$ cat src/rtl/delay_pkg.sv
// Shared types and defaults for the multi-channel delay timer.
// Imported by the channel and top-level modules.
package delay_pkg;

  typedef enum logic {
    IDLE  = 1'b0,
    COUNT = 1'b1
  } state_e;

  localparam int DEF_NUM_CH = 4;
  localparam int DEF_CNT_W  = 32;

endpackage

$ cat src/rtl/delay_channel.sv
// One delay channel: arm, count down, strobe done, optional reload.
// Abort wins over every other event in the same cycle.
module delay_channel
  import delay_pkg::*;
#(
  parameter int CNT_W = DEF_CNT_W
) (
  input  logic             clk,
  input  logic             rst_n,
  input  logic             start,
  input  logic             abort,
  input  logic             periodic,
  input  logic [CNT_W-1:0] delay_in,
  output logic             busy,
  output logic             done,
  output logic [CNT_W-1:0] remaining
);

  state_e           state, state_n;
  logic [CNT_W-1:0] cnt, cnt_n;
  logic [CNT_W-1:0] dly, dly_n;
  logic             per, per_n;
  logic             done_n;

  // State, counter, latched delay/mode and done strobe registers
  always_ff @(posedge clk or negedge rst_n) begin
    if (!rst_n) begin
      state <= IDLE;
      cnt   <= '0;
      dly   <= '0;
      per   <= 1'b0;
      done  <= 1'b0;
    end else begin
      state <= state_n;
      cnt   <= cnt_n;
      dly   <= dly_n;
      per   <= per_n;
      done  <= done_n;
    end
  end

  // Next-state: arm, decrement, terminal count, reload, abort
  always_comb begin
    state_n = state;
    cnt_n   = cnt;
    dly_n   = dly;
    per_n   = per;
    done_n  = 1'b0;
    unique case (state)
      IDLE: begin
        if (start && !abort) begin
          dly_n   = (delay_in == '0) ? CNT_W'(1) : delay_in;
          per_n   = periodic;
          cnt_n   = dly_n;
          state_n = COUNT;
        end
      end
      COUNT: begin
        if (abort) begin
          state_n = IDLE;
          cnt_n   = '0;
        end else if (cnt == CNT_W'(1)) begin
          done_n = 1'b1;
          if (per) begin
            cnt_n = dly;
          end else begin
            state_n = IDLE;
            cnt_n   = '0;
          end
        end else begin
          cnt_n = cnt - CNT_W'(1);
        end
      end
      default: begin
        state_n = IDLE;
        cnt_n   = '0;
      end
    endcase
  end

  assign busy      = (state == COUNT);
  assign remaining = cnt;

endmodule

$ cat src/rtl/multi_delay_timer.sv
// NUM_CH independent delay channels with packed vector ports.
// Each channel slice maps straight onto one delay_channel.
module multi_delay_timer
  import delay_pkg::*;
#(
  parameter int NUM_CH = DEF_NUM_CH,
  parameter int CNT_W  = DEF_CNT_W
) (
  input  logic                    clk,
  input  logic                    rst_n,
  input  logic [NUM_CH-1:0]       start,
  input  logic [NUM_CH-1:0]       abort,
  input  logic [NUM_CH-1:0]       periodic,
  input  logic [NUM_CH*CNT_W-1:0] delay_in,
  output logic [NUM_CH-1:0]       busy,
  output logic [NUM_CH-1:0]       done,
  output logic [NUM_CH*CNT_W-1:0] remaining
);

  for (genvar i = 0; i < NUM_CH; i++) begin : g_ch
    delay_channel #(
      .CNT_W(CNT_W)
    ) u_ch (
      .clk      (clk),
      .rst_n    (rst_n),
      .start    (start[i]),
      .abort    (abort[i]),
      .periodic (periodic[i]),
      .delay_in (delay_in[i*CNT_W +: CNT_W]),
      .busy     (busy[i]),
      .done     (done[i]),
      .remaining(remaining[i*CNT_W +: CNT_W])
    );
  end

endmodule
$ cat config.mk
export PLATFORM = sky130hd
export DESIGN_NAME = multi_delay_timer
export DESIGN_NICKNAME = d
export VERILOG_FILES = /design/src/rtl/delay_pkg.sv /design/src/rtl/delay_channel.sv /design/src/rtl/multi_delay_timer.sv
export SDC_FILE = /design/constraint.sdc
export NUM_CORES = 1
export LEC_CHECK = 0
export CAP_MARGIN = 5
export CELL_PAD_IN_SITES_DETAIL_PLACEMENT = 1
export CELL_PAD_IN_SITES_GLOBAL_PLACEMENT = 1
export CORE_ASPECT_RATIO = 1.2
export CORE_UTILIZATION = 45
export DETAILED_ROUTE_END_ITERATION = 8
export MAX_ROUTING_LAYER = met4
export PLACE_DENSITY = 0.95
export SKIP_LAST_GASP = 1
export SLEW_MARGIN = 15
export SYNTH_ARGS = -nofsm -noshare
export SYNTH_HDL_FRONTEND = slang
export SYNTH_HIERARCHICAL = 1
export SYNTH_SLANG_ARGS = --single-unit
export TNS_END_PERCENT = 5
$ cat constraint.sdc
create_clock -name clk -period 4.7 [get_ports clk]
set_clock_uncertainty 0.05 [all_clocks]
set_input_delay 0.94 -clock clk [delete_from_list [all_inputs] [get_ports clk]]
set_output_delay 0.94 -clock clk [all_outputs]
set_load 0.03 [all_outputs]
==> run_1/clock_nets.png <==
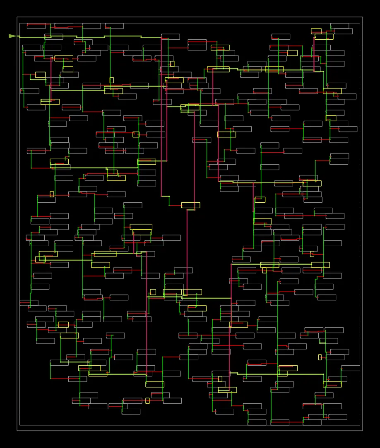
clock network power: 0.00258 W
sequential cell count: 268
Num Clock Sinks: 268
Late-Pin Clk Latency: 0.57 ns
number of buffers inserted during clock tree synthesis: 30

==> run_1/m2.png <==
Drawn at 2 px/um.
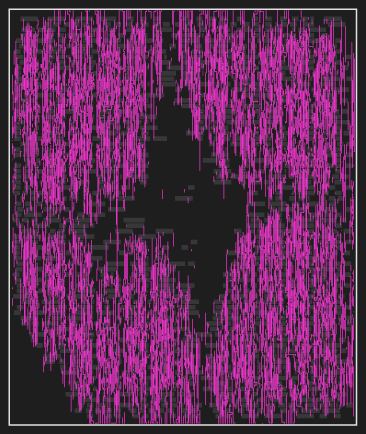
longest straight run	59.2 um
share of all routed wire	51%
nets with wire on the layer	1810
wire length on this layer	29.6 mm
main direction	vertical

==> job_summary.md, run 1 <==
### Flow metrics

| Metric | Value |
|---|---|
| Leakage power of the design | `7.812 nW` |
| Critical Path Source Type | `register` |
| Seq/Total Area, Yosys | `0.4252` |
| Max Transition Viols Final | `0` |
| Highest-count logic cell in the final layout | `sky130_fd_sc_hd__clkdlybuf4s50_1` |
| Clk network pwr share | `0.279` |
| Uppermost layer routed | `met4` |
| Number of I/O pins | `278` |
| Final instance area | `0.01991 mm^2` |
| Layout cells sized above 1 | `0.1590` |
| Result of the run | `finished, final reports clean` |
| Power drawn by the sequential cells | `0.00348 W` |
| Mapped Cells | `1525` |
| Synth Flop Type | `sky130_fd_sc_hd__dfrtp_1` |
| Power density relative to cell area | `465.7 mW/mm^2` |
| Crit path depth | `1` |
| Remaining design rule violation count | `0` |
| Destination of the worst register-to-register timing path | `g_ch[2].u_ch/remaining[13]` |
| Number of optimization iterations in the first detailed-route pass | `5` |
| Number of enable flip-flop cells | `0` |
| Data required time at the worst endpoint | `3.71 ns` |
| Antenna violations before repair | `2` |
| Placed cell area | `0.01880 mm^2` |
| Hold Worst Slack | `0.4119 ns` |
| Largest fanout of any net on the critical path | `19` |
| Leading cell types by count after synthesis | `sky130_fd_sc_hd__dfrtp_1, sky130_fd_sc_hd__nor2_1, sky130_fd_sc_hd__mux2_2, sky130_fd_sc_hd__nand2_1, sky130_fd_sc_hd__xnor2_1` |
| Int Power | `0.005751 W` |
==> run_1/class_map.png <==
Drawn at 2 px/um. Fill, decap, tap and diode cells in gray.
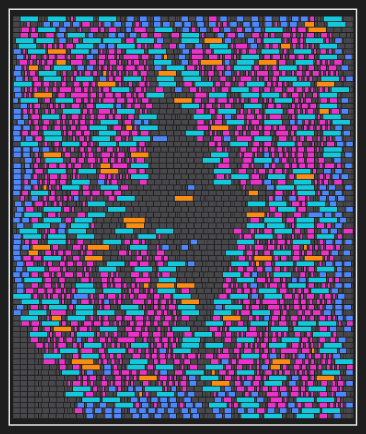
color	class	cells	share of their area
orange	clock drivers and dummy loads	55	5.6%
magenta	remaining logic cells	1165	44%
blue	remaining buffers and delay cells	304	16%
cyan	registers	268	35%

[run 1: cells by family after synthesis]
logic type	after synthesis	synth area share
compound gates	288	0.1432
xor+xnor	88	0.04886
fa+ha+maj	8	0.006346
buf+inv	107	0.04029
flops	268	0.4252
mux	209	0.1431
simple gates	557	0.1931
[run 1: layout make-up]
| cell class | count | area (um^2) | area share |
|---|---|---|---|
| antenna | 2 | 5.005 | 0.0002514 |
| clock buffer | 42 | 917.1 | 0.04607 |
| clock inverter | 13 | 171.4 | 0.008611 |
| inverter | 15 | 56.30 | 0.002828 |
| multi-input combinational | 1150 | 8462 | 0.4251 |
| sequential | 268 | 6706 | 0.3369 |
| tap | 456 | 570.5 | 0.02866 |
| timing repair buffer | 304 | 3018 | 0.1516 |
--- run 2 (diff from run 1) ---
--- a/config.mk
+++ b/config.mk
@@ -9,10 +9,10 @@
 export CELL_PAD_IN_SITES_DETAIL_PLACEMENT = 1
 export CELL_PAD_IN_SITES_GLOBAL_PLACEMENT = 1
 export CORE_ASPECT_RATIO = 1.2
-export CORE_UTILIZATION = 45
+export CORE_UTILIZATION = 42
 export DETAILED_ROUTE_END_ITERATION = 8
 export MAX_ROUTING_LAYER = met4
-export PLACE_DENSITY = 0.95
+export PLACE_DENSITY = 0.9
 export SKIP_LAST_GASP = 1
 export SLEW_MARGIN = 15
 export SYNTH_ARGS = -nofsm -noshare
==> constraint.sdc (replaced) <==
create_clock -name clk -period 3.3 [get_ports clk]
set_clock_uncertainty 0.05 [all_clocks]
set_input_delay 0.66 -clock clk [delete_from_list [all_inputs] [get_ports clk]]
set_output_delay 0.66 -clock clk [all_outputs]
set_load 0.03 [all_outputs]
==> run_2/pinout.png <==
Drawn at 1 px/um. Pins as bars across the die edge, other pins in gray.
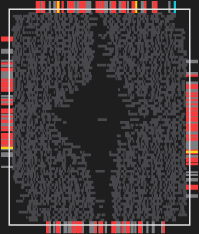
color	port	pins	direction	edge
red	`delay_in`	128	input	36 top, 33 right, 31 left, 28 bottom
cyan	`rst_n`	1	input	top
yellow	`busy`	4	output	2 top, 1 left, 1 right

==> run_2/clock_nets.png <==
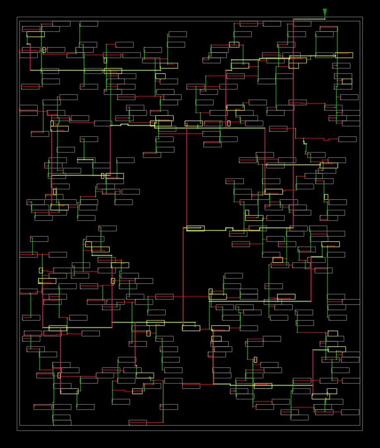
clock network power: 0.00342 W
tally of clock buffers in the finished layout: 48
number of buffers inserted during clock tree synthesis: 31

==> run 2 against run 1 <==
Against the previous run: synthesized area unchanged; global-route usage decreased by 3.4 points; clock-buffer cell count increased by 6; first-iteration DRC count decreased by 21%; worst setup slack got worse by 0.93 ns; largest cell class unchanged.
==> job_summary.md, run 2 <==
### Flow metrics

| Metric | Value |
|---|---|
| Result of the run | `finished, final reports clean` |
| Sequential cell count | `268` |
| Number of diodes | `1` |
| Worst Max-Slew Pin Slew | `0.7912 ns` |
| Multi-input logic area | `0.008452 mm^2` |
| Num Clock Sinks | `268` |
| Power density relative to cell area | `646.7 mW/mm^2` |
| Top comb family, area | `simple AND/OR/NAND/NOR gates` |
| Sort of element at the end of the critical path | `output port` |
| Highest-count logic cell in the final layout | `sky130_fd_sc_hd__clkdlybuf4s50_1` |
| FA/HA/MAJ Cells, Area Fraction | `0.006346` |
| Register area | `0.006706 mm^2` |
| Hold Worst Slack | `0.07835 ns` |
| Late-Pin Clk Latency | `0.57 ns` |
| Number of optimization iterations in the first detailed-route pass | `5` |
| Multiplexer area fraction after synthesis | `0.1431` |
| Number of I/O pins | `278` |
| Synth Flop Type | `sky130_fd_sc_hd__dfrtp_1` |
| Antenna violations before repair | `1` |
| Seq/Total Area, Yosys | `0.4252` |
| Remaining design rule violation count | `0` |
| Leading cell types by count after synthesis | `sky130_fd_sc_hd__dfrtp_1, sky130_fd_sc_hd__nor2_1, sky130_fd_sc_hd__mux2_2, sky130_fd_sc_hd__nand2_1, sky130_fd_sc_hd__xnor2_1` |
| Area of the mapped netlist | `0.01577 mm^2` |
| Layout cells sized above 1 | `0.1700` |
| Simple share | `0.1931` |
| Crit path depth | `1` |
| Share of synthesized cell area in and-or and or-and compound cells | `0.1432` |
| Destination of the worst register-to-register timing path | `g_ch[2].u_ch/remaining[6]` |
| Multi-input gate share of the layout cell area | `0.4216` |
| Data buffer area share | `0.1615` |
| Proportion of cell area occupied by registers | `0.3345` |
| Data required time at the worst endpoint | `2.59 ns` |
| Clock tree cell share of total cell area | `0.04981` |
| Highest ir drop seen on vdd | `528.6 uV` |
| Mapped Cells | `1525` |
| Critical Path Source Type | `register` |
| Layout buffer count excluding clock buffers | `335` |
| Routed WL per cell | `23.99 um` |
| Leakage power of the design | `7.906 nW` |
| Number of tapcells | `474` |
| Number of enable flip-flop cells | `0` |
| FF-to-FF setup slack | `0.59 ns` |
| Share of the synthesized netlist area taken by xor and xnor gates | `0.04886` |
| Max Transition Viols Final | `0` |
| Total setup buffers inserted after CTS | `0` |
-- run 2: cell types whose count changed in the layout (fill, tap and decap cells not counted), sizes merged --
cell,delta
diode,-1
buf,+31
bufinv,-3
clkinv,-1
clkinvlp,-1
clkbuf,+6
-- run 2: where the power goes --
group / internal (W) / leakage [nW] / switching (W) / total, W
Combinational: 0.00207 / 4.09 / 0.00254 / 0.00460
Sequential: 0.00396 / 3.32 / 0.000980 / 0.00494
Clock: 0.00200 / 0.498 / 0.00142 / 0.00342
-- run 2: metal layers --
metal,part of all wire,GRT usage
met5,0,-
met4,0.043,0.1475
met1,0.40,0.3497
met3,0.046,0.03564
met2,0.51,0.4898
-- run 2: stage by stage --
step	std cells	instance area [um^2]
floorplan	1525	15770
global placement	2242	19050
detailed placement	2242	19050
CTS	2298	20040
global route	2299	20050
finish	2299	20050
Power figures rest on the tool's default switching activity, not on a simulated workload.
